==> run_1/cell_classes.png <==
Bar = 20 um.
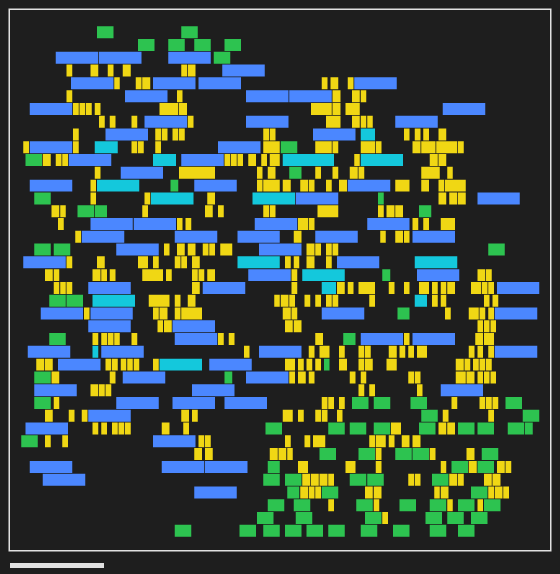
==> run_1/drive_strength.png <==
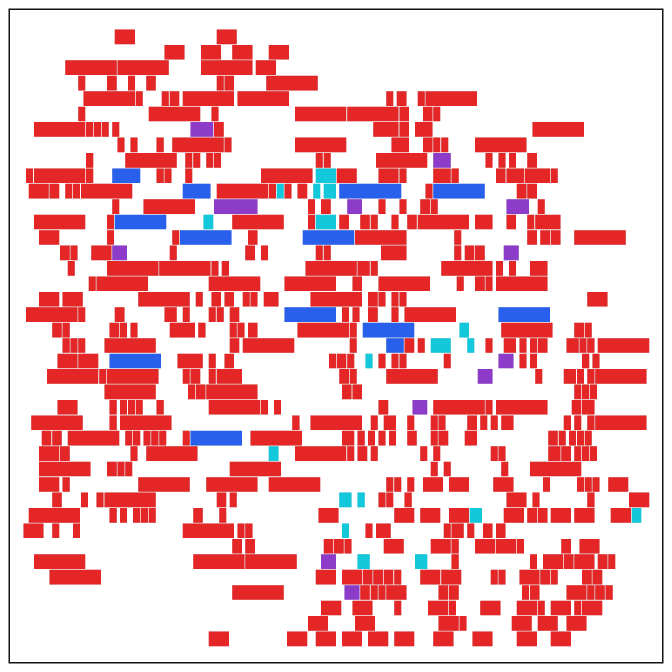
==> run_1/final_clocks.png <==
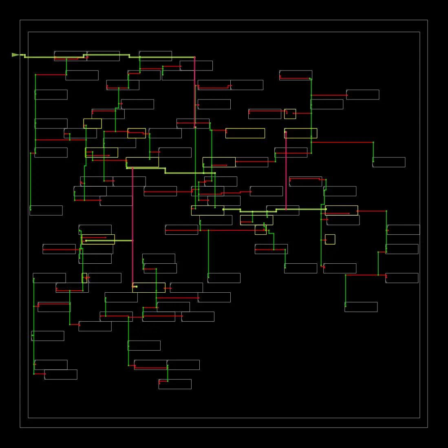
===== config.mk =====
export PLATFORM = sky130hd
export DESIGN_NAME = sloc_adc_responder
export DESIGN_NICKNAME = d
export VERILOG_FILES = /design/src/rtl/sloc_adc_responder.sv
export SDC_FILE = /design/constraint.sdc
export NUM_CORES = 1
export LEC_CHECK = 0
export ABC_AREA = 1
export ABC_CLOCK_PERIOD_IN_PS = 2200
export CAP_MARGIN = 5
export CORE_MARGIN = 2
export CORE_UTILIZATION = 30
export DETAILED_ROUTE_END_ITERATION = 12
export MAX_ROUTING_LAYER = met4
export PLACE_DENSITY_LB_ADDON = 0.1
export RECOVER_POWER = 100
export SYNTH_ARGS = -nofsm -noshare
export SYNTH_HDL_FRONTEND = slang
export SYNTH_SLANG_ARGS = --single-unit

===== constraint.sdc =====
create_clock -name clk_clk -period 2.2 [get_ports clk_clk]
set_clock_uncertainty 0.2 [all_clocks]
set_input_delay 0.44 -clock clk_clk [delete_from_list [all_inputs] [get_ports clk_clk]]
set_output_delay 0.44 -clock clk_clk [all_outputs]
set_load 0.02 [all_outputs]

===== src/rtl/sloc_adc_responder.sv =====
// sloc_adc_responder: slave end of the RFS/TFS/SCLK serial ADC link.
// Accepts control words on TFS frames and returns per-channel sample words
// on RFS frames, so the ADC data-control master can run without a converter.
module sloc_adc_responder #(
  parameter int W           = 16,
  parameter int SAMPLE_W    = 11,
  parameter int SYNC_STAGES = 2
) (
  input  logic                clk_clk,
  input  logic                reset_n,
  input  logic                sclk,
  input  logic                rfs,
  input  logic                tfs,
  input  logic                din,
  output logic                dout,
  output logic                dout_oe,
  input  logic [SAMPLE_W-1:0] ch0,
  input  logic [SAMPLE_W-1:0] ch1,
  input  logic [SAMPLE_W-1:0] ch2,
  input  logic [SAMPLE_W-1:0] ch3,
  output logic [1:0]          sel_ch,
  output logic [W-1:0]        ctrl_word,
  output logic                ctrl_valid,
  output logic                frame_err
);

  localparam int CNT_W = $clog2(W + 1);

  typedef enum logic { RX_IDLE, RX_SHIFT } rx_state_t;
  typedef enum logic { TX_IDLE, TX_SHIFT } tx_state_t;

  // Synchronizers and previous-value registers for edge detection
  logic [SYNC_STAGES-1:0] sclk_sync, rfs_sync, tfs_sync, din_sync;
  logic                   sclk_d, rfs_d, tfs_d;
  logic                   sclk_s, rfs_s, tfs_s, din_s;
  logic                   sclk_rise, sclk_fall, rfs_fall, rfs_rise, tfs_fall, tfs_rise;

  // Frame syncs reset low so a frame already in progress at reset release
  // produces no falling edge and is therefore ignored.
  always_ff @(posedge clk_clk or negedge reset_n) begin
    if (!reset_n) begin
      sclk_sync <= '0;
      rfs_sync  <= '0;
      tfs_sync  <= '0;
      din_sync  <= '0;
      sclk_d    <= 1'b0;
      rfs_d     <= 1'b0;
      tfs_d     <= 1'b0;
    end else begin
      sclk_sync <= {sclk_sync[SYNC_STAGES-2:0], sclk};
      rfs_sync  <= {rfs_sync[SYNC_STAGES-2:0], rfs};
      tfs_sync  <= {tfs_sync[SYNC_STAGES-2:0], tfs};
      din_sync  <= {din_sync[SYNC_STAGES-2:0], din};
      sclk_d    <= sclk_sync[SYNC_STAGES-1];
      rfs_d     <= rfs_sync[SYNC_STAGES-1];
      tfs_d     <= tfs_sync[SYNC_STAGES-1];
    end
  end

  // Edge detection on the last two synchronized values
  always_comb begin
    sclk_s    = sclk_sync[SYNC_STAGES-1];
    rfs_s     = rfs_sync[SYNC_STAGES-1];
    tfs_s     = tfs_sync[SYNC_STAGES-1];
    din_s     = din_sync[SYNC_STAGES-1];
    sclk_rise = sclk_s & ~sclk_d;
    sclk_fall = ~sclk_s & sclk_d;
    rfs_fall  = ~rfs_s & rfs_d;
    rfs_rise  = rfs_s & ~rfs_d;
    tfs_fall  = ~tfs_s & tfs_d;
    tfs_rise  = tfs_s & ~tfs_d;
  end

  // ---------------- RX path (TFS) ----------------
  rx_state_t        rx_state, rx_next;
  logic [CNT_W-1:0] rx_cnt;
  // Holds the first W-1 bits; the W-th bit goes straight into ctrl_word.
  logic [W-2:0]     rx_sr;
  logic             rx_start, rx_shift, rx_done, rx_err;

  // RX state register
  always_ff @(posedge clk_clk or negedge reset_n) begin
    if (!reset_n) rx_state <= RX_IDLE;
    else          rx_state <= rx_next;
  end

  // RX next-state logic
  always_comb begin
    rx_next = rx_state;
    case (rx_state)
      RX_IDLE:  if (tfs_fall) rx_next = RX_SHIFT;
      RX_SHIFT: if (tfs_rise || (sclk_rise && rx_cnt == CNT_W'(W - 1))) rx_next = RX_IDLE;
      default:  rx_next = RX_IDLE;
    endcase
  end

  // RX control decode
  always_comb begin
    rx_start = (rx_state == RX_IDLE) && tfs_fall;
    rx_shift = (rx_state == RX_SHIFT) && sclk_rise && !tfs_rise;
    rx_done  = rx_shift && (rx_cnt == CNT_W'(W - 1));
    rx_err   = (rx_state == RX_SHIFT) && tfs_rise && (rx_cnt != '0);
  end

  // RX datapath: bit counter, shift register and control word capture
  always_ff @(posedge clk_clk or negedge reset_n) begin
    if (!reset_n) begin
      rx_cnt    <= '0;
      rx_sr     <= '0;
      ctrl_word <= '0;
      sel_ch    <= '0;
    end else begin
      if (rx_start) begin
        rx_cnt <= '0;
      end else if (rx_shift) begin
        rx_cnt <= rx_cnt + 1'b1;
        rx_sr  <= {rx_sr[W-3:0], din_s};
      end
      if (rx_done) begin
        ctrl_word <= {rx_sr, din_s};
        sel_ch    <= rx_sr[W-2:W-3];
      end
    end
  end

  // ---------------- TX path (RFS) ----------------
  tx_state_t        tx_state, tx_next;
  logic [CNT_W-1:0] tx_cnt, tx_rcnt;
  logic [W-1:0]     tx_sr, tx_load;
  logic [SAMPLE_W-1:0] ch_pick;
  logic             tx_start, tx_shift, tx_rise, tx_end, tx_err;

  // TX state register
  always_ff @(posedge clk_clk or negedge reset_n) begin
    if (!reset_n) tx_state <= TX_IDLE;
    else          tx_state <= tx_next;
  end

  // TX next-state logic
  always_comb begin
    tx_next = tx_state;
    case (tx_state)
      TX_IDLE:  if (rfs_fall) tx_next = TX_SHIFT;
      TX_SHIFT: if (rfs_rise) tx_next = TX_IDLE;
      default:  tx_next = TX_IDLE;
    endcase
  end

  // TX control decode and sample word assembly
  always_comb begin
    tx_start = (tx_state == TX_IDLE) && rfs_fall;
    tx_end   = (tx_state == TX_SHIFT) && rfs_rise;
    tx_shift = (tx_state == TX_SHIFT) && sclk_fall && !rfs_rise && (tx_cnt != CNT_W'(W));
    tx_rise  = (tx_state == TX_SHIFT) && sclk_rise && (tx_rcnt != CNT_W'(W));
    tx_err   = tx_end && (tx_rcnt != CNT_W'(W));
    case (sel_ch)
      2'd0:    ch_pick = ch0;
      2'd1:    ch_pick = ch1;
      2'd2:    ch_pick = ch2;
      default: ch_pick = ch3;
    endcase
    tx_load = W'({sel_ch, 3'b000, ch_pick});
  end

  // TX datapath: shift register, fall counter and master-rise counter
  always_ff @(posedge clk_clk or negedge reset_n) begin
    if (!reset_n) begin
      tx_sr   <= '0;
      tx_cnt  <= '0;
      tx_rcnt <= '0;
    end else if (tx_start) begin
      tx_sr   <= tx_load;
      tx_cnt  <= '0;
      tx_rcnt <= '0;
    end else if (tx_end) begin
      tx_sr   <= '0;
    end else begin
      if (tx_shift) begin
        tx_sr  <= {tx_sr[W-2:0], 1'b0};
        tx_cnt <= tx_cnt + 1'b1;
      end
      if (tx_rise) tx_rcnt <= tx_rcnt + 1'b1;
    end
  end

  assign dout    = tx_sr[W-1];
  assign dout_oe = (tx_state == TX_SHIFT);

  // Status pulses; simultaneous RX and TX errors merge into one pulse
  always_ff @(posedge clk_clk or negedge reset_n) begin
    if (!reset_n) begin
      ctrl_valid <= 1'b0;
      frame_err  <= 1'b0;
    end else begin
      ctrl_valid <= rx_done;
      frame_err  <= rx_err | tx_err;
    end
  end

endmodule


==> flow_summary.html, run 1 <==
<h3>Run summary</h3>
<table>
<tr><th>Metric</th><th>Value</th></tr>
<tr><th colspan="2">Synth</th></tr>
<tr><td>Sequential area share after synthesis</td><td>52.24%</td></tr>
<tr><td>Count of flip-flops with a built-in enable after synthesis</td><td>0</td></tr>
<tr><td>Cells in synth_stat.txt</td><td>450</td></tr>
<tr><td>Area share of the leading cell type in the synthesized netlist</td><td>52.24%</td></tr>
<tr><td>Post-Synth Simple-Gate Area</td><td>32.19%</td></tr>
<tr><td>Synth async-reset ratio</td><td>100.0%</td></tr>
<tr><td>Most common flop cell mapped by yosys</td><td>sky130_fd_sc_hd__dfrtp_1</td></tr>
<tr><td>Count of mapped cells out of synthesis</td><td>450</td></tr>
<tr><td>Cell taking the most area after synthesis</td><td>sky130_fd_sc_hd__dfrtp_1</td></tr>
<tr><td>Most common cell in the netlist</td><td>sky130_fd_sc_hd__nand2_1</td></tr>
<tr><td>Synth mux share</td><td>0.2714%</td></tr>
<tr><td>#FFs+latches synth</td><td>77</td></tr>
<tr><td>Synthesis warning total</td><td>0</td></tr>
<tr><td>Post-synthesis adder-cell area fraction</td><td>2.374%</td></tr>
<tr><td>Average instance area after synthesis</td><td>8.197 sq um</td></tr>
<tr><td>Dominant non-sequential cell family after synthesis</td><td>simple AND/OR/NAND/NOR gates</td></tr>
<tr><td>Area share of xor/xnor cells in the synthesized design</td><td>1.425%</td></tr>
<tr><td>Number of nets at floorplan</td><td>507</td></tr>
<tr><td>Number of distinct library cells after synthesis</td><td>27</td></tr>
<tr><td>Top cells by count</td><td>sky130_fd_sc_hd__nand2_1, sky130_fd_sc_hd__dfrtp_1, sky130_fd_sc_hd__nand3_1</td></tr>
<tr><td>Yosys-reported design area after synthesis</td><td>3689 sq um</td></tr>
<tr><td>Area of the mapped netlist</td><td>3689 sq um</td></tr>
<tr><td>Complex-gate fraction of the synthesized area</td><td>6.072%</td></tr>
<tr><td>Synth area leaders</td><td>sky130_fd_sc_hd__dfrtp_1, sky130_fd_sc_hd__nand2_1, sky130_fd_sc_hd__nand3_1</td></tr>
<tr><th colspan="2">Power and ir drop</th></tr>
<tr><td>Clock power share</td><td>37.6%</td></tr>
<tr><td>Share of total power consumed by net switching</td><td>27.91%</td></tr>
<tr><td>Power density over the cells</td><td>833.5 nW/um^2</td></tr>
<tr><td>Switching power summed over all nets</td><td>0.001129 W</td></tr>
<tr><td>Part of the power in combinational logic</td><td>17.0%</td></tr>
<tr><td>Total leakage power</td><td>2.519 nW</td></tr>
<tr><td>Cell Int Power</td><td>0.002916 W</td></tr>
<tr><td>Sequential cell fraction of total power</td><td>45.4%</td></tr>
<tr><td>Peak ir drop on the vdd network</td><td>0.4662 mV</td></tr>
<tr><th colspan="2">Placed design</th></tr>
<tr><td>Worst-case setup slack after placement</td><td>0.2732 ns</td></tr>
<tr><td>Estimated wirelength of the detail-placed design</td><td>6.591 mm</td></tr>
<tr><td>PortBufs</td><td>71</td></tr>
<tr><td>Instance area at placement</td><td>4586 sq um</td></tr>
<tr><td>Placed insts</td><td>661</td></tr>
<tr><td>Final weighted congestion in routability-driven placement</td><td>0.7739</td></tr>
<tr><th colspan="2">Clock network</th></tr>
<tr><td>Post-cts hold-fix buffer tally</td><td>1</td></tr>
<tr><td>Clock-pin transition on the worst setup and hold timing paths</td><td>0.06 ns</td></tr>
<tr><td>Number of clock buffers inserted by TritonCTS</td><td>9</td></tr>
<tr><td>TritonCTS clock tree</td><td>built</td></tr>
<tr><td>Worst-case clock buffer depth</td><td>2</td></tr>
<tr><td>Buffers inserted during post-CTS setup optimization</td><td>0</td></tr>
<tr><td>Buffer type at the clock tree root</td><td>sky130_fd_sc_hd__clkbuf_16</td></tr>
<tr><td>Sink Count</td><td>77</td></tr>
<tr><td>H-tree levels</td><td>3</td></tr>
<tr><td>Number of gates resized after cts</td><td>0</td></tr>
<tr><th colspan="2">STA</th></tr>
<tr><td>Slew headroom</td><td>62.48%</td></tr>
<tr><td>Total count of hold-check failures in the final report</td><td>0</td></tr>
<tr><td>Transition time at the pin with the least slew margin</td><td>0.5628 ns</td></tr>
<tr><td>Total setup violations reported at the end of the flow</td><td>0</td></tr>
<tr><td>Unrepaired setup endpoints after global routing</td><td>no</td></tr>
<tr><td>Setup total negative slack</td><td>0 ns</td></tr>
<tr><td>Final period utilization</td><td>93.47%</td></tr>
<tr><td>Maximum operating frequency</td><td>486.3 MHz</td></tr>
<tr><td>Number of pins exceeding their max-slew limit in the final report</td><td>0</td></tr>
<tr><td>Final Critical Period</td><td>2.056 ns</td></tr>
<tr><th colspan="2">Global route</th></tr>
<tr><td>GRT Util Overall</td><td>15.71%</td></tr>
<tr><td>Number of antenna violations at the first check in global routing</td><td>0</td></tr>
<tr><td>First-pass GRT wire length</td><td>15.97 mm</td></tr>
<tr><td>Pin count of the biggest net entering global routing</td><td>38</td></tr>
<tr><td>Via count of the first global-routing pass</td><td>3,368</td></tr>
<tr><td>Total congestion overflow</td><td>0</td></tr>
<tr><th colspan="2">Routing</th></tr>
<tr><td>Vias after detailed routing</td><td>3,166</td></tr>
<tr><td>Detailed Routing Iterations Pass 1</td><td>4</td></tr>
<tr><td>Iteration-0 DRC count of the detailed router</td><td>119</td></tr>
<tr><td>Average via count per standard cell</td><td>4.670</td></tr>
<tr><td>Post-detailed-route wirelength per cell</td><td>13.38 um</td></tr>
<tr><td>Routed wire length</td><td>9.074 mm</td></tr>
<tr><td>DRC violations left</td><td>0</td></tr>
<tr><td>Post-route ant nets</td><td>0</td></tr>
<tr><th colspan="2">Worst setup path</th></tr>
<tr><td>Slowest cell on the critical path</td><td>sky130_fd_sc_hd__dlygate4sd3_1</td></tr>
<tr><td>Critical path endpoint category</td><td>output port</td></tr>
<tr><td>Crit-path leading delay family</td><td>buffers and inverters</td></tr>
<tr><td>Critical path startpoint category</td><td>register</td></tr>
<tr><td>Worst Path Arrival</td><td>1.42 ns</td></tr>
<tr><td>Ordered list of cells on the worst path</td><td>dlygate4sd3_1</td></tr>
<tr><td>Critical path's largest stage delay</td><td>0.70 ns</td></tr>
<tr><td>Data required time of the critical path</td><td>1.56 ns</td></tr>
<tr><td>Crit path buf inv count</td><td>1</td></tr>
<tr><td>Critical path start-end classification</td><td>register to output port</td></tr>
<tr><td>Largest fanout on the critical path</td><td>4</td></tr>
<tr><th colspan="2">Cells and area</th></tr>
<tr><td>Final standard cell count with taps included and fillers excluded</td><td>678</td></tr>
<tr><td># nets final</td><td>583</td></tr>
<tr><td>Fin area</td><td>4852 sq um</td></tr>
<tr><td>Final core utilization</td><td>40.40%</td></tr>
<tr><td>Fraction of layout instances using a drive strength above 1</td><td>8.098%</td></tr>
<tr><td>Number of fill cells</td><td>1,241</td></tr>
<tr><td>Number of diodes added for antenna fixing</td><td>0</td></tr>
<tr><th colspan="2">Die</th></tr>
<tr><td>Placeable core region</td><td>12,010 sq um</td></tr>
<tr><td>Core Density at Floorplan</td><td>30.71%</td></tr>
<tr><td>Top-level port count</td><td>72</td></tr>
<tr><td>Total die area</td><td>13,200 sq um</td></tr>
<tr><td>Vertical extent of the die</td><td>114.9 um</td></tr>
<tr><td>Number of rows in the core area</td><td>40</td></tr>
<tr><td>Width of the die</td><td>114.9 um</td></tr>
<tr><th colspan="2">Flow run</th></tr>
<tr><td>Number of max-cap violations</td><td>0</td></tr>
<tr><td>Total number of warnings across the stage logs</td><td>29</td></tr>
<tr><th colspan="2">Status</th></tr>
<tr><td>Status</td><td>completed</td></tr>
<tr><th colspan="2">Min path</th></tr>
<tr><td>Type of the most critical hold path</td><td>register to register</td></tr>
</table>
Notes on cell_classes.png above:
Cyan shows clock drivers and dummy loads, cells 16, share of their area 6.7%. Blue shows flops, cells 77, share of their area 41%. Green shows other buffers and delay cells, cells 84, share of their area 17%. Yellow shows all other logic, cells 354, share of their area 35%.

Notes on drive_strength.png above:
Red shows drive 1 or less, cells 488, share 92%, most used nand2_1. Purple shows drive 3 to 4, cells 12, share 2.3%, most used buf_4. Blue shows drive 6 and up, cells 13, share 2.4%, most used clkbuf_16. Cyan shows drive 2, cells 18, share 3.4%, most used inv_2.
synthesis-to-layout area growth: 31.55%
worst setup margin: 0.1436 ns

Notes on final_clocks.png above:
worst-skew pair later-pin latency: 0.33 ns
final-layout clock buffer total: 12

[run 1: flip-flops by register name, indices dropped and copies added, names as in the netlist]
register / count
tx_rcnt: 5
tfs_d: 1
ctrl_valid: 1
tx_sr: 16
sclk_sync: 2
tfs_sync: 2
tx_cnt: 5
frame_err: 1
dout_oe: 1
rx_state: 1
rfs_sync: 2
rfs_d: 1
sel_ch: 2
sclk_d: 1
rx_sr: 15
rx_cnt: 5
ctrl_word: 14
din_sync: 2
[run 1: placed cells by master (no fill, tap or decap), drive strengths merged, types with 7 or more instances in the layout]
| cell | n |
|---|---|
| clkbuf | 19 |
| nand2 | 171 |
| nor2 | 38 |
| dfrtp | 77 |
| clkdlybuf4s50 | 44 |
| nand4 | 12 |
| o21ai | 40 |
| dlygate4sd3 | 27 |
| nand3 | 48 |
| inv | 25 |
| ha | 7 |
[run 1: power groups by stage]
stage	sequential (W)	clock, W	combinational, W
after global placement	0.00186	0	0.000706
after detailed placement	0.00186	0	0.000720
after global routing	0.00187	0.00164	0.000816
after floorplan	0.00183	0	0.000467
after CTS	0.00184	0.00158	0.000724
final	0.00184	0.00152	0.000687
[run 1: final timing paths]
path	startpoint	to	slack, ns	depth (start not counted)
setup / recovery	dout_oe$_DFF_PN0_	dout_oe	0.14	1
hold / removal	din_sync[0]$_DFF_PN0_	din_sync[1]$_DFF_PN0_	0.15	0
setup reg to reg	tfs_sync[1]$_DFF_PN0_	ctrl_word[13]$_DFFE_PN0P_	0.30	5
hold reg to reg	din_sync[0]$_DFF_PN0_	din_sync[1]$_DFF_PN0_	0.15	0
max in group asynchronous	reset_n	ctrl_word[6]$_DFFE_PN0P_	0.37	3
min in group asynchronous	reset_n	tx_sr[6]$_DFFE_PN0P_	0.44	2
[run 1: routing by layer]
metal / up-vias / GRT usage (%) / share of wire [%]
met2: 41 / 26.59 / 51
li1: 1604 / - / -
met1: 1506 / 18.61 / 46
met5: - / - / 0
met4: 0 / 5.703 / 1.7
met3: 15 / 3.057 / 2.0
[run 1: worst register-to-register path, cell delays in order, from the launching register on]
cell                      delay, ns
sky130_fd_sc_hd__dfrtp_1       0.39
sky130_fd_sc_hd__nand2_1       0.16
sky130_fd_sc_hd__nand4_4       0.21
sky130_fd_sc_hd__inv_1         0.48
sky130_fd_sc_hd__nand2_1       0.20
sky130_fd_sc_hd__o21ai_0       0.18
[run 1: metrics by stage]
stage	total power, W	hold slack, ns
finish	0.004044	0.1542
detailed placement	0.002581	0.1434
CTS	0.004143	0.1571
floorplan	0.002292	-0.05559
global placement	0.002565	0.1337
global route	0.004328	0.1598
[run 1: logic make-up (layout without fill, tap and decap cells)]
group | after synthesis | in the layout
flip-flops | 77 | 77
AND-OR/OR-AND | 44 | 44
AND/OR/NAND/NOR | 272 | 272
adder cells (fa/ha/maj) | 7 | 7
buffers and inverters | 43 | 124
multiplexers | 1 | 1
XOR/XNOR | 6 | 6
[run 1: area by class of cell]
type                    count  area (sq um)  share of cell area, %
inverters                  24         90.09                  1.857
repair buffers             84         790.8                  16.30
multi-input cells         330          1549                  31.92
well taps                 147         183.9                  3.791
flip-flops and latches     77          1927                  39.71
clock buffers              12         256.5                  5.286
clock inverters             4         55.05                  1.135
==> run_1/clock_map.png <==
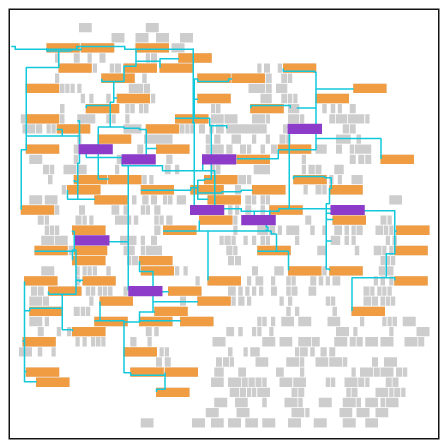

==> inputs of run 2 (changes only) <==
--- a/config.mk
+++ b/config.mk
@@ -9,11 +9,13 @@
 export ABC_CLOCK_PERIOD_IN_PS = 2200
 export CAP_MARGIN = 5
 export CORE_MARGIN = 2
-export CORE_UTILIZATION = 30
+export CORE_UTILIZATION = 50
+export CTS_BUF_LIST = sky130_fd_sc_hd__clkbuf_8
 export DETAILED_ROUTE_END_ITERATION = 12
 export MAX_ROUTING_LAYER = met4
 export PLACE_DENSITY_LB_ADDON = 0.1
 export RECOVER_POWER = 100
+export SLEW_MARGIN = 40
 export SYNTH_ARGS = -nofsm -noshare
 export SYNTH_HDL_FRONTEND = slang
 export SYNTH_SLANG_ARGS = --single-unit
==> run_2/clock_map.png <==
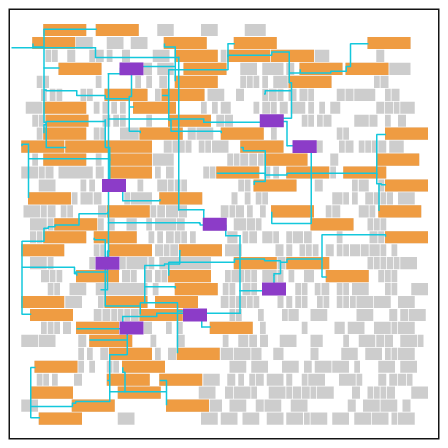
Purple shows cells driving clock nets, count 9. Cyan shows clock wires, length 947 um. Orange shows flip-flops, count 77.
There are 10 routed clock nets.

==> run_2/cell_classes.png <==
Bar = 20 um.
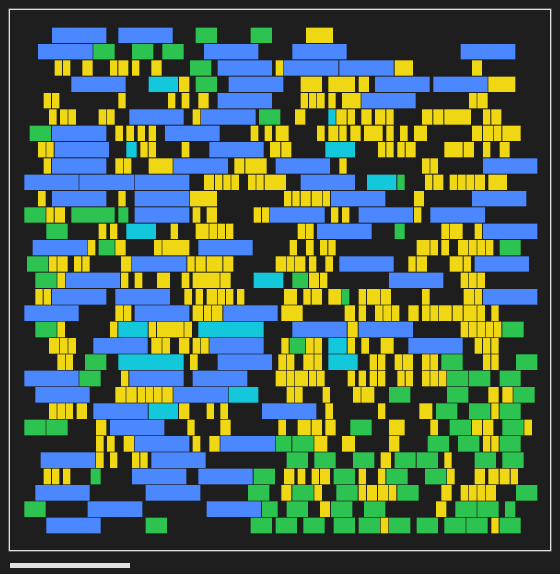
Yellow shows all other logic, cells 354, share of their area 36%. Green shows other buffers and delay cells, cells 83, share of their area 17%. Blue shows flops, cells 77, share of their area 42%. Cyan shows clock drivers and dummy loads, cells 14, share of their area 4.4%.
placeable core region: 7214 sq um
flop share of the area: 41.21%

==> run_2/drive_strength.png <==
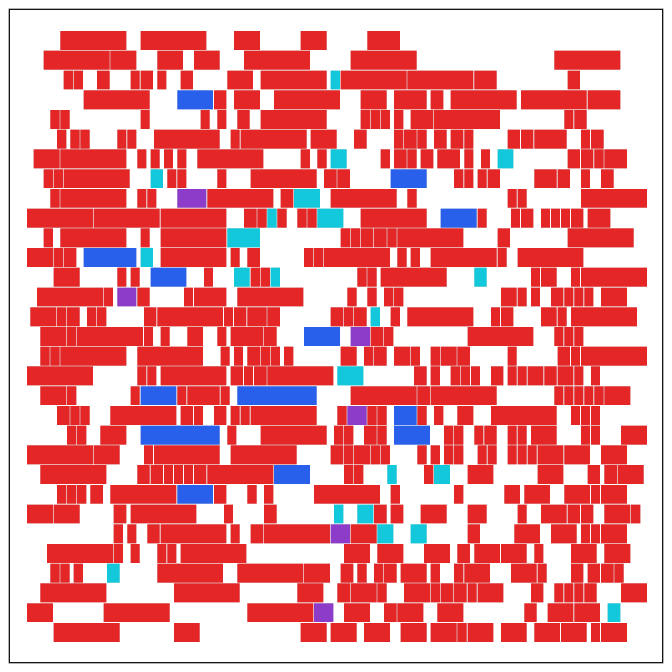
Red shows drive 1 or less, cells 487, share 92%, most used nand2_1. Cyan shows drive 2, cells 22, share 4.2%, most used inv_2. Blue shows drive 6 and up, cells 13, share 2.5%, most used clkbuf_8. Purple shows drive 3 to 4, cells 6, share 1.1%, most used buf_4.
synthesis-to-layout area growth: 26.76%
fin area: 4676 sq um
worst setup margin: 0.1166 ns
number of buffers outside the clock class in the layout: 83

==> run 2 against run 1 <==
  * Flip-flop count is the same
  * Core utilization is 24 points higher
  * Synthesized cell count unchanged
  * Final cell count is 7.5% lower
  * Area after synthesis unchanged
  * Clock-buffer cell count down 3
  * Combinational power hardly changed
  * Critical path type unchanged
  * Largest cell class unchanged
  * Highest routed layer unchanged
==> flow_summary.html, run 2 <==
<h3>Run summary</h3>
<table>
<tr><th>Metric</th><th>Value</th></tr>
<tr><th colspan="2">Synth</th></tr>
<tr><td>Cell taking the most area after synthesis</td><td>sky130_fd_sc_hd__dfrtp_1</td></tr>
<tr><td>Synth async-reset ratio</td><td>100.0%</td></tr>
<tr><td>Count of mapped cells out of synthesis</td><td>450</td></tr>
<tr><td>Sequential area share after synthesis</td><td>52.24%</td></tr>
<tr><td>Post-synthesis adder-cell area fraction</td><td>2.374%</td></tr>
<tr><td>Synth mux share</td><td>0.2714%</td></tr>
<tr><td>Area of the mapped netlist</td><td>3689 sq um</td></tr>
<tr><td>Yosys-reported design area after synthesis</td><td>3689 sq um</td></tr>
<tr><td>Number of nets at floorplan</td><td>507</td></tr>
<tr><td>Synthesis warning total</td><td>0</td></tr>
<tr><td>#FFs+latches synth</td><td>77</td></tr>
<tr><td>Cells in synth_stat.txt</td><td>450</td></tr>
<tr><td>Area share of the leading cell type in the synthesized netlist</td><td>52.24%</td></tr>
<tr><td>Area share of xor/xnor cells in the synthesized design</td><td>1.425%</td></tr>
<tr><td>Most common cell in the netlist</td><td>sky130_fd_sc_hd__nand2_1</td></tr>
<tr><td>Dominant non-sequential cell family after synthesis</td><td>simple AND/OR/NAND/NOR gates</td></tr>
<tr><td>Top cells by count</td><td>sky130_fd_sc_hd__nand2_1, sky130_fd_sc_hd__dfrtp_1, sky130_fd_sc_hd__nand3_1</td></tr>
<tr><td>Most common flop cell mapped by yosys</td><td>sky130_fd_sc_hd__dfrtp_1</td></tr>
<tr><td>Post-Synth Simple-Gate Area</td><td>32.19%</td></tr>
<tr><td>Average instance area after synthesis</td><td>8.197 sq um</td></tr>
<tr><th colspan="2">Routing</th></tr>
<tr><td>Post-route ant nets</td><td>0</td></tr>
<tr><td>Average via count per standard cell</td><td>5.086</td></tr>
<tr><td>Iteration-0 DRC count of the detailed router</td><td>206</td></tr>
<tr><td>Post-detailed-route wirelength per cell</td><td>13.64 um</td></tr>
<tr><td>Routed wire length</td><td>8.551 mm</td></tr>
<tr><td>Detailed Routing Iterations Pass 1</td><td>5</td></tr>
<tr><td>DRC violations left</td><td>0</td></tr>
<tr><th colspan="2">STA</th></tr>
<tr><td>Maximum operating frequency</td><td>480.0 MHz</td></tr>
<tr><td>Total setup violations reported at the end of the flow</td><td>0</td></tr>
<tr><td>Transition time at the pin with the least slew margin</td><td>1.002 ns</td></tr>
<tr><td>Setup total negative slack</td><td>0 ns</td></tr>
<tr><td>Final period utilization</td><td>94.70%</td></tr>
<tr><td>Final Critical Period</td><td>2.083 ns</td></tr>
<tr><td>Number of pins exceeding their max-slew limit in the final report</td><td>0</td></tr>
<tr><td>Unrepaired setup endpoints after global routing</td><td>no</td></tr>
<tr><th colspan="2">Global route</th></tr>
<tr><td>Met1 layer usage reported by global route</td><td>30.23%</td></tr>
<tr><td>Most Used Layer, Global Route</td><td>met2</td></tr>
<tr><td>Total congestion overflow</td><td>0</td></tr>
<tr><td>Number of antenna violations at the first check in global routing</td><td>0</td></tr>
<tr><td>Pin count of the biggest net entering global routing</td><td>38</td></tr>
<tr><td>First-pass GRT wire length</td><td>14.84 mm</td></tr>
<tr><td>Met2 usage in global routing</td><td>37.69%</td></tr>
<tr><td>GRT Util Overall</td><td>23.33%</td></tr>
<tr><td>Via count of the first global-routing pass</td><td>3,106</td></tr>
<tr><td>Met3 track utilization from global routing</td><td>4.443%</td></tr>
<tr><th colspan="2">Power and ir drop</th></tr>
<tr><td>Power density over the cells</td><td>780.3 nW/um^2</td></tr>
<tr><td>Share of total power consumed by net switching</td><td>28.97%</td></tr>
<tr><td>Peak ir drop on the vdd network</td><td>0.5686 mV</td></tr>
<tr><td>Sum of internal, switching and leakage power</td><td>0.003648 W</td></tr>
<tr><td>Part of the power in combinational logic</td><td>18.7%</td></tr>
<tr><td>Clock power share</td><td>31.0%</td></tr>
<tr><td>Switching power summed over all nets</td><td>0.001057 W</td></tr>
<tr><td>Total leakage power</td><td>2.481 nW</td></tr>
<tr><td>Cell Int Power</td><td>0.002591 W</td></tr>
<tr><td>Sequential cell fraction of total power</td><td>50.3%</td></tr>
<tr><th colspan="2">Placed design</th></tr>
<tr><td>PortBufs</td><td>71</td></tr>
<tr><td>Estimated wirelength of the detail-placed design</td><td>5.908 mm</td></tr>
<tr><td>Placed insts</td><td>612</td></tr>
<tr><td>Final weighted congestion in routability-driven placement</td><td>0.8218</td></tr>
<tr><td>Instance area at placement</td><td>4518 sq um</td></tr>
<tr><th colspan="2">Die</th></tr>
<tr><td>Width of the die</td><td>89.89 um</td></tr>
<tr><td>Top-level port count</td><td>72</td></tr>
<tr><td>Vertical extent of the die</td><td>89.89 um</td></tr>
<tr><td>Core Density at Floorplan</td><td>51.13%</td></tr>
<tr><td>Number of rows in the core area</td><td>31</td></tr>
<tr><th colspan="2">Flow run</th></tr>
<tr><td>Number of max-cap violations</td><td>0</td></tr>
<tr><th colspan="2">Worst setup path</th></tr>
<tr><td>Worst Path Arrival</td><td>1.44 ns</td></tr>
<tr><td>Worst reg2reg setup slack</td><td>0.21 ns</td></tr>
<tr><td>R2r endpoint</td><td>ctrl_word[0]$_DFFE_PN0P_</td></tr>
<tr><td>Critical path's largest stage delay</td><td>0.70 ns</td></tr>
<tr><td>Number of cells on the worst reg-to-reg path</td><td>5</td></tr>
<tr><td>Ordered list of cells on the worst path</td><td>dlygate4sd3_1</td></tr>
<tr><td>Slowest cell on the critical path</td><td>sky130_fd_sc_hd__dlygate4sd3_1</td></tr>
<tr><td>Critical path endpoint category</td><td>output port</td></tr>
<tr><td>Reg-to-reg critical path startpoint</td><td>tfs_sync[1]$_DFF_PN0_</td></tr>
<tr><td>Critical path start-end classification</td><td>register to output port</td></tr>
<tr><td>Critical path startpoint category</td><td>register</td></tr>
<tr><td>Crit-path leading delay family</td><td>buffers and inverters</td></tr>
<tr><td>Data required time of the critical path</td><td>1.56 ns</td></tr>
<tr><td>Crit path buf inv count</td><td>1</td></tr>
<tr><th colspan="2">Cells and area</th></tr>
<tr><td># nets final</td><td>582</td></tr>
<tr><td>Most used cells in the layout excluding fill and tap cells</td><td>sky130_fd_sc_hd__nand2_1, sky130_fd_sc_hd__dfrtp_1, sky130_fd_sc_hd__nand3_1</td></tr>
<tr><td>Biggest registers after layout</td><td>tx_sr (16), rx_sr (15), ctrl_word (14)</td></tr>
<tr><td>Most common cell after layout, fill and taps aside</td><td>sky130_fd_sc_hd__nand2_1</td></tr>
<tr><td>Number of fill cells</td><td>640</td></tr>
<tr><td>Final standard cell count with taps included and fillers excluded</td><td>627</td></tr>
<tr><td>Largest Register</td><td>tx_sr</td></tr>
<tr><td>Fraction of layout instances using a drive strength above 1</td><td>7.765%</td></tr>
<tr><td>Number of diodes added for antenna fixing</td><td>0</td></tr>
<tr><th colspan="2">Clock network</th></tr>
<tr><td>H-tree levels</td><td>3</td></tr>
<tr><td>Buffer type at the clock tree root</td><td>sky130_fd_sc_hd__clkbuf_8</td></tr>
<tr><td>Worst-case clock buffer depth</td><td>2</td></tr>
<tr><td>Sink Count</td><td>77</td></tr>
<tr><td>Number of clock buffers inserted by TritonCTS</td><td>9</td></tr>
<tr><td>TritonCTS clock tree</td><td>built</td></tr>
<tr><td>Worst-skew pair later-pin latency</td><td>0.35 ns</td></tr>
<tr><td>Clock-pin transition on the worst setup and hold timing paths</td><td>0.08 ns</td></tr>
<tr><th colspan="2">Min path</th></tr>
<tr><td>Number of cells on the worst hold path</td><td>0</td></tr>
<tr><td>Worst hold path startpoint</td><td>din_sync[0]$_DFF_PN0_</td></tr>
<tr><td>Hold EP</td><td>din_sync[1]$_DFF_PN0_</td></tr>
<tr><td>Type of the most critical hold path</td><td>register to register</td></tr>
<tr><th colspan="2">Status</th></tr>
<tr><td>Status</td><td>completed</td></tr>
</table>
run 2: cell count changes in the layout (fill, tap and decap cells not counted), sizes merged:
cell	change
clkinvlp	-1
inv	+1
bufinv	+1
clkbuf	-4
run 2: worst max-delay path by stage:
stage / slack, ns / start / end / depth (start not counted)
floorplan: 0.52 / rx_cnt[0]$_DFFE_PN0P_ / ctrl_word[13]$_DFFE_PN0P_ / 7
global placement: 0.33 / rx_cnt[0]$_DFFE_PN0P_ / sel_ch[0]$_DFFE_PN0P_ / 7
detailed placement: 0.29 / rx_cnt[0]$_DFFE_PN0P_ / sel_ch[0]$_DFFE_PN0P_ / 7
CTS: 0.16 / dout_oe$_DFF_PN0_ / dout_oe / 1
global route: 0.03 / tx_cnt[0]$_DFFE_PN0P_ / tx_sr[0]$_DFFE_PN0P_ / 8
finish: 0.12 / dout_oe$_DFF_PN0_ / dout_oe / 1
run 2: kinds of logic (layout without fill, tap and decap cells):
logic type / Yosys count / count (layout)
buffers and inverters: 43 / 121
AND-OR/OR-AND: 44 / 44
flip-flops: 77 / 77
adder cells (fa/ha/maj): 7 / 7
multiplexers: 1 / 1
XOR/XNOR: 6 / 6
AND/OR/NAND/NOR: 272 / 272
run 2: layer usage:
layer,wire length (um),part of all wire [%]
met5,0,0
met4,119,1.4
met3,302,3.5
met2,4177,49
met1,3952,46
run 2: what timing repair did:
| action | 4_1_cts | 5_1_grt |
|---|---|---|
| resized | 0 | 0 |
| hold buffers | 1 | 0 |
| endpoints found under the hold margin | 35 | 0 |
| buffers inserted | 0 | 0 |
run 2: power by group through the flow:
stage                     clock, W  sequential, W  combinational, W
after floorplan                  0        0.00183          0.000467
after global placement           0        0.00185          0.000688
after detailed placement         0        0.00186          0.000703
after CTS                  0.00115        0.00184          0.000714
after global routing       0.00122        0.00187          0.000803
final                      0.00113        0.00184          0.000684
run 2: cell type report:
class | count | area [sq um] | area share (%)
clock buffers | 9 | 123.9 | 2.649
flip-flops and latches | 77 | 1927 | 41.21
well taps | 99 | 123.9 | 2.649
clock inverters | 5 | 77.57 | 1.659
inverters | 24 | 90.09 | 1.927
multi-input cells | 330 | 1538 | 32.89
repair buffers | 83 | 795.8 | 17.02
run 2: stage by stage:
stage	utilization (%)	hold WS (ns)	setup WS, ns
3_3_place_gp	62.63	0.1328	0.3291
4_1_cts	65.56	0.1538	0.1570
2_1_floorplan	-	-0.05559	0.5197
5_1_grt	64.81	0.1655	0.03256
3_5_place_dp	62.63	0.1364	0.2880
6_report	64.81	0.1513	0.1166
==> run_2/met1.png <==
Supply wires on this layer in gray.
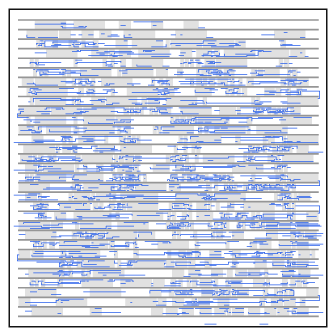

==> inputs of run 3 (changes only) <==
--- a/config.mk
+++ b/config.mk
@@ -7,9 +7,8 @@
 export LEC_CHECK = 0
 export ABC_AREA = 1
 export ABC_CLOCK_PERIOD_IN_PS = 2200
-export CAP_MARGIN = 5
 export CORE_MARGIN = 2
-export CORE_UTILIZATION = 50
+export CORE_UTILIZATION = 54
 export CTS_BUF_LIST = sky130_fd_sc_hd__clkbuf_8
 export DETAILED_ROUTE_END_ITERATION = 12
 export MAX_ROUTING_LAYER = met4
==> run_3/met1.png <==
Supply wires on this layer in gray.
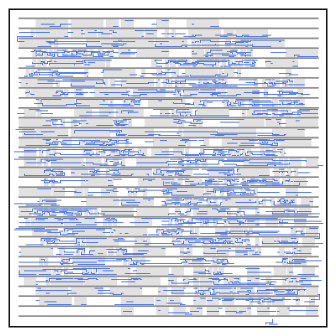
The wires run mostly horizontal. The longest straight run is 25.8 um.

==> run_3/clock_map.png <==
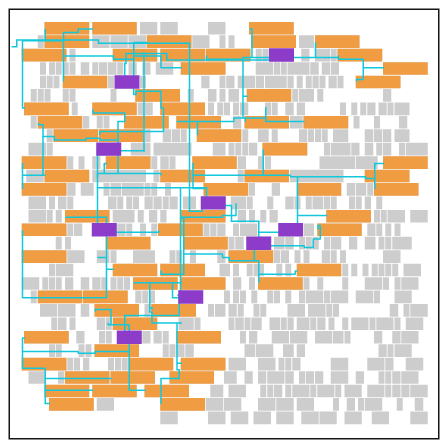
Orange shows flip-flops, count 77. Purple shows cells driving clock nets, count 9. Cyan shows clock wires, length 912 um.
Position of the flops: all over the die. There are 10 routed clock nets.
clock power share: 31.3%
worst-skew pair later-pin latency: 0.35 ns
clk pwr: 0.00114 W

==> run 3 against run 2 <==
  * Synthesized cell count did not move
  * Clock power about the same
  * Fmax increased by 0.79%
  * Critical path type unchanged
  * Highest routed layer unchanged
  * Wire length shrank 4.8%
  * Largest cell class unchanged
  * Sequential power hardly changed
  * First-iteration DRC count up 2.4%
==> flow_summary.html, run 3 <==
<h3>Run summary</h3>
<table>
<tr><th>Metric</th><th>Value</th></tr>
<tr><th colspan="2">Synth</th></tr>
<tr><td>Synth async-reset ratio</td><td>100.0%</td></tr>
<tr><td>Post-synthesis adder-cell area fraction</td><td>2.374%</td></tr>
<tr><td>Complex-gate fraction of the synthesized area</td><td>6.072%</td></tr>
<tr><td>Area of the mapped netlist</td><td>3689 sq um</td></tr>
<tr><td>Area share of xor/xnor cells in the synthesized design</td><td>1.425%</td></tr>
<tr><td>Dominant non-sequential cell family after synthesis</td><td>simple AND/OR/NAND/NOR gates</td></tr>
<tr><td>Average instance area after synthesis</td><td>8.197 sq um</td></tr>
<tr><td>Most common cell in the netlist</td><td>sky130_fd_sc_hd__nand2_1</td></tr>
<tr><td>Number of nets at floorplan</td><td>507</td></tr>
<tr><td>Number of distinct library cells after synthesis</td><td>27</td></tr>
<tr><td>Yosys-reported design area after synthesis</td><td>3689 sq um</td></tr>
<tr><td>Synth mux share</td><td>0.2714%</td></tr>
<tr><td>Top cells by count</td><td>sky130_fd_sc_hd__nand2_1, sky130_fd_sc_hd__dfrtp_1, sky130_fd_sc_hd__nand3_1</td></tr>
<tr><td>Synth area leaders</td><td>sky130_fd_sc_hd__dfrtp_1, sky130_fd_sc_hd__nand2_1, sky130_fd_sc_hd__nand3_1</td></tr>
<tr><td>#FFs+latches synth</td><td>77</td></tr>
<tr><td>Synthesis warning total</td><td>0</td></tr>
<tr><td>Cell taking the most area after synthesis</td><td>sky130_fd_sc_hd__dfrtp_1</td></tr>
<tr><td>Most common flop cell mapped by yosys</td><td>sky130_fd_sc_hd__dfrtp_1</td></tr>
<tr><th colspan="2">Worst setup path</th></tr>
<tr><td>Number of cells on the worst reg-to-reg path</td><td>6</td></tr>
<tr><td>Crit-path leading delay family</td><td>buffers and inverters</td></tr>
<tr><td>Crit path buf inv count</td><td>1</td></tr>
<tr><td>Worst Path Arrival</td><td>1.43 ns</td></tr>
<tr><td>Critical path's largest stage delay</td><td>0.69 ns</td></tr>
<tr><td>Critical Path Stages</td><td>1</td></tr>
<tr><td>Slowest cell on the critical path</td><td>sky130_fd_sc_hd__dlygate4sd3_1</td></tr>
<tr><td>Data required time of the critical path</td><td>1.56 ns</td></tr>
<tr><td>Largest fanout on the critical path</td><td>4</td></tr>
<tr><td>Critical path endpoint category</td><td>output port</td></tr>
<tr><td>Critical path startpoint category</td><td>register</td></tr>
<tr><th colspan="2">Die</th></tr>
<tr><td>Placeable core region</td><td>6719 sq um</td></tr>
<tr><td>Vertical extent of the die</td><td>86.65 um</td></tr>
<tr><td>Number of rows in the core area</td><td>30</td></tr>
<tr><td>Total die area</td><td>7507 sq um</td></tr>
<tr><td>Core Density at Floorplan</td><td>54.90%</td></tr>
<tr><td>Top-level port count</td><td>72</td></tr>
<tr><th colspan="2">Power and ir drop</th></tr>
<tr><td>Sequential cell fraction of total power</td><td>50.1%</td></tr>
<tr><td>Power density over the cells</td><td>781.0 nW/um^2</td></tr>
<tr><td>Switching power summed over all nets</td><td>0.001052 W</td></tr>
<tr><td>Total leakage power</td><td>2.486 nW</td></tr>
<tr><td>Share of total power consumed by net switching</td><td>28.78%</td></tr>
<tr><th colspan="2">Cells and area</th></tr>
<tr><td>Synthesis-to-layout area growth</td><td>26.87%</td></tr>
<tr><td>Biggest registers after layout</td><td>tx_sr (16), rx_sr (15), ctrl_word (14)</td></tr>
<tr><td>Fraction of layout instances using a drive strength above 1</td><td>7.358%</td></tr>
<tr><td>Most used cells in the layout excluding fill and tap cells</td><td>sky130_fd_sc_hd__nand2_1, sky130_fd_sc_hd__dfrtp_1, sky130_fd_sc_hd__nand3_1</td></tr>
<tr><td>Final standard cell count with taps included and fillers excluded</td><td>610</td></tr>
<tr><td>Largest Register</td><td>tx_sr</td></tr>
<tr><td>Storage cell area</td><td>1927 sq um</td></tr>
<tr><td># nets final</td><td>582</td></tr>
<tr><td>Max FFs per register</td><td>16</td></tr>
<tr><th colspan="2">Min path</th></tr>
<tr><td>Type of the most critical hold path</td><td>register to register</td></tr>
<tr><td>Number of cells on the worst hold path</td><td>0</td></tr>
<tr><th colspan="2">Global route</th></tr>
<tr><td>Via count of the first global-routing pass</td><td>3,112</td></tr>
<tr><td>Pin count of the biggest net entering global routing</td><td>47</td></tr>
<tr><td>Number of antenna violations at the first check in global routing</td><td>0</td></tr>
<tr><td>First-pass GRT wire length</td><td>13.81 mm</td></tr>
<tr><td>GRT Util Overall</td><td>23.87%</td></tr>
<tr><th colspan="2">Routing</th></tr>
<tr><td>Detailed Routing Iterations Pass 1</td><td>4</td></tr>
<tr><td>Iteration-0 DRC count of the detailed router</td><td>211</td></tr>
<tr><td>DRC violations left</td><td>0</td></tr>
<tr><td>Average via count per standard cell</td><td>5.220</td></tr>
<tr><td>Post-detailed-route wirelength per cell</td><td>13.34 um</td></tr>
<tr><td>Post-route ant nets</td><td>0</td></tr>
<tr><th colspan="2">Placed design</th></tr>
<tr><td>PortBufs</td><td>71</td></tr>
<tr><td>Final weighted congestion in routability-driven placement</td><td>0.8124</td></tr>
<tr><td>Placed insts</td><td>593</td></tr>
<tr><th colspan="2">STA</th></tr>
<tr><td>Number of pins exceeding their max-slew limit in the final report</td><td>0</td></tr>
<tr><td>Maximum operating frequency</td><td>483.8 MHz</td></tr>
<tr><td>Total setup violations reported at the end of the flow</td><td>0</td></tr>
<tr><td>Final Critical Period</td><td>2.067 ns</td></tr>
<tr><td>Final period utilization</td><td>93.96%</td></tr>
<tr><td>Setup total negative slack</td><td>0 ns</td></tr>
<tr><td>Total count of hold-check failures in the final report</td><td>0</td></tr>
<tr><th colspan="2">Clock network</th></tr>
<tr><td>H-tree levels</td><td>3</td></tr>
<tr><td>Buffer type at the clock tree root</td><td>sky130_fd_sc_hd__clkbuf_8</td></tr>
<tr><td>Worst-case clock buffer depth</td><td>2</td></tr>
<tr><td>Buffers inserted during post-CTS setup optimization</td><td>0</td></tr>
<tr><td>Clock-pin transition on the worst setup and hold timing paths</td><td>0.08 ns</td></tr>
<tr><th colspan="2">Status</th></tr>
<tr><td>Status</td><td>completed</td></tr>
<tr><th colspan="2">Flow run</th></tr>
<tr><td>Total number of warnings across the stage logs</td><td>29</td></tr>
</table>
==> run_3/final_clocks.png <==
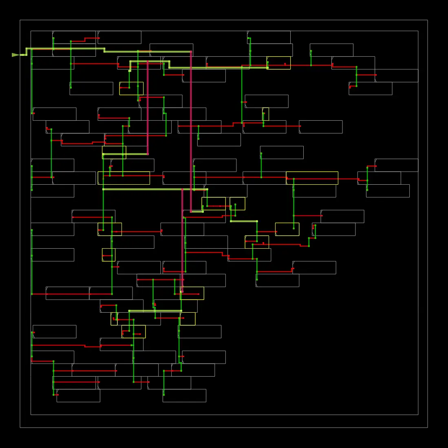
final-layout clock buffer total: 9
flop count: 77
number of clock buffers inserted by TritonCTS: 9

-- run 3: cell counts after synthesis --
Identical to the previous run, type by type.
-- run 3: path summary, 6_finish.rpt --
path                                        start                     end  slack, ns
setup / recovery                dout_oe$_DFF_PN0_                 dout_oe       0.13
hold / removal             sclk_sync[0]$_DFF_PN0_  sclk_sync[1]$_DFF_PN0_       0.14
setup reg to reg                dout_oe$_DFF_PN0_   tx_sr[13]$_DFFE_PN0P_       0.27
hold reg to reg            sclk_sync[0]$_DFF_PN0_  sclk_sync[1]$_DFF_PN0_       0.14
max in group asynchronous                 reset_n  sclk_sync[0]$_DFF_PN0_       0.41
min in group asynchronous                 reset_n    tx_sr[4]$_DFFE_PN0P_       0.52
-- run 3: what timing repair did --
action / CTS / global route
hold buffers: 1 / 0
hold endpoints to repair: 31 / 0
resized: 0 / 0
-- run 3: layout make-up --
| class | instances | share of cell area, % |
|---|---|---|
| clock buffers | 9 | 2.647 |
| clock inverters | 7 | 1.979 |
| inverters | 24 | 1.925 |
| multi-input cells | 330 | 32.99 |
| flip-flops and latches | 77 | 41.18 |
| well taps | 80 | 2.139 |
| repair buffers | 83 | 17.14 |
-- run 3: cells by family after synthesis --
family,Yosys count
AOI/OAI and AO/OA,44
adders and majority gates,7
xor gates and xnor gates,6
and+or+nand+nor,272
buffers and inverters,43
muxes,1
DFF,77
-- run 3: worst reg2reg max path, stage by stage, from the launching register on --
cell                      delay, ns
sky130_fd_sc_hd__dfrtp_1       0.41
sky130_fd_sc_hd__inv_1         0.12
sky130_fd_sc_hd__nand3_2       0.38
sky130_fd_sc_hd__nand3_2       0.39
sky130_fd_sc_hd__inv_1         0.18
sky130_fd_sc_hd__nand2_1       0.09
sky130_fd_sc_hd__nand2_1       0.05
-- run 3: through the flow --
stage / hold slack (ns) / power [W] / util (%) / worst slack [ns] / instance area (sq um)
after CTS: 0.1434 / 0.003715 / 70.26 / 0.1580 / 4721
after floorplan: -0.05559 / 0.002292 / - / 0.5197 / 3689
after detailed placement: 0.1347 / 0.002563 / 66.89 / 0.3340 / 4494
after global routing: 0.1546 / 0.003894 / 69.65 / 0.04943 / 4679
final: 0.1428 / 0.003655 / 69.65 / 0.1330 / 4679
after global placement: 0.1330 / 0.002536 / 66.89 / 0.3733 / 4494
-- run 3: power by group through the flow --
stage	registers [W]	logic (W)	clock network, W
floorplan	0.00183	0.000467	0
global placement	0.00185	0.000686	0
detailed placement	0.00186	0.000705	0
CTS	0.00183	0.000710	0.00117
global route	0.00187	0.000787	0.00124
finish	0.00183	0.000681	0.00114
-- run 3: per-layer routing --
metal | GRT usage (%) | up-vias | share of wire (%)
li1 | - | 1600 | -
met1 | 29.60 | 1504 | 46
met2 | 38.53 | 62 | 48
met3 | 5.429 | 18 | 3.8
met4 | 8.665 | 0 | 1.8
met5 | - | - | 0
Power and IR drop assume default switching activity.
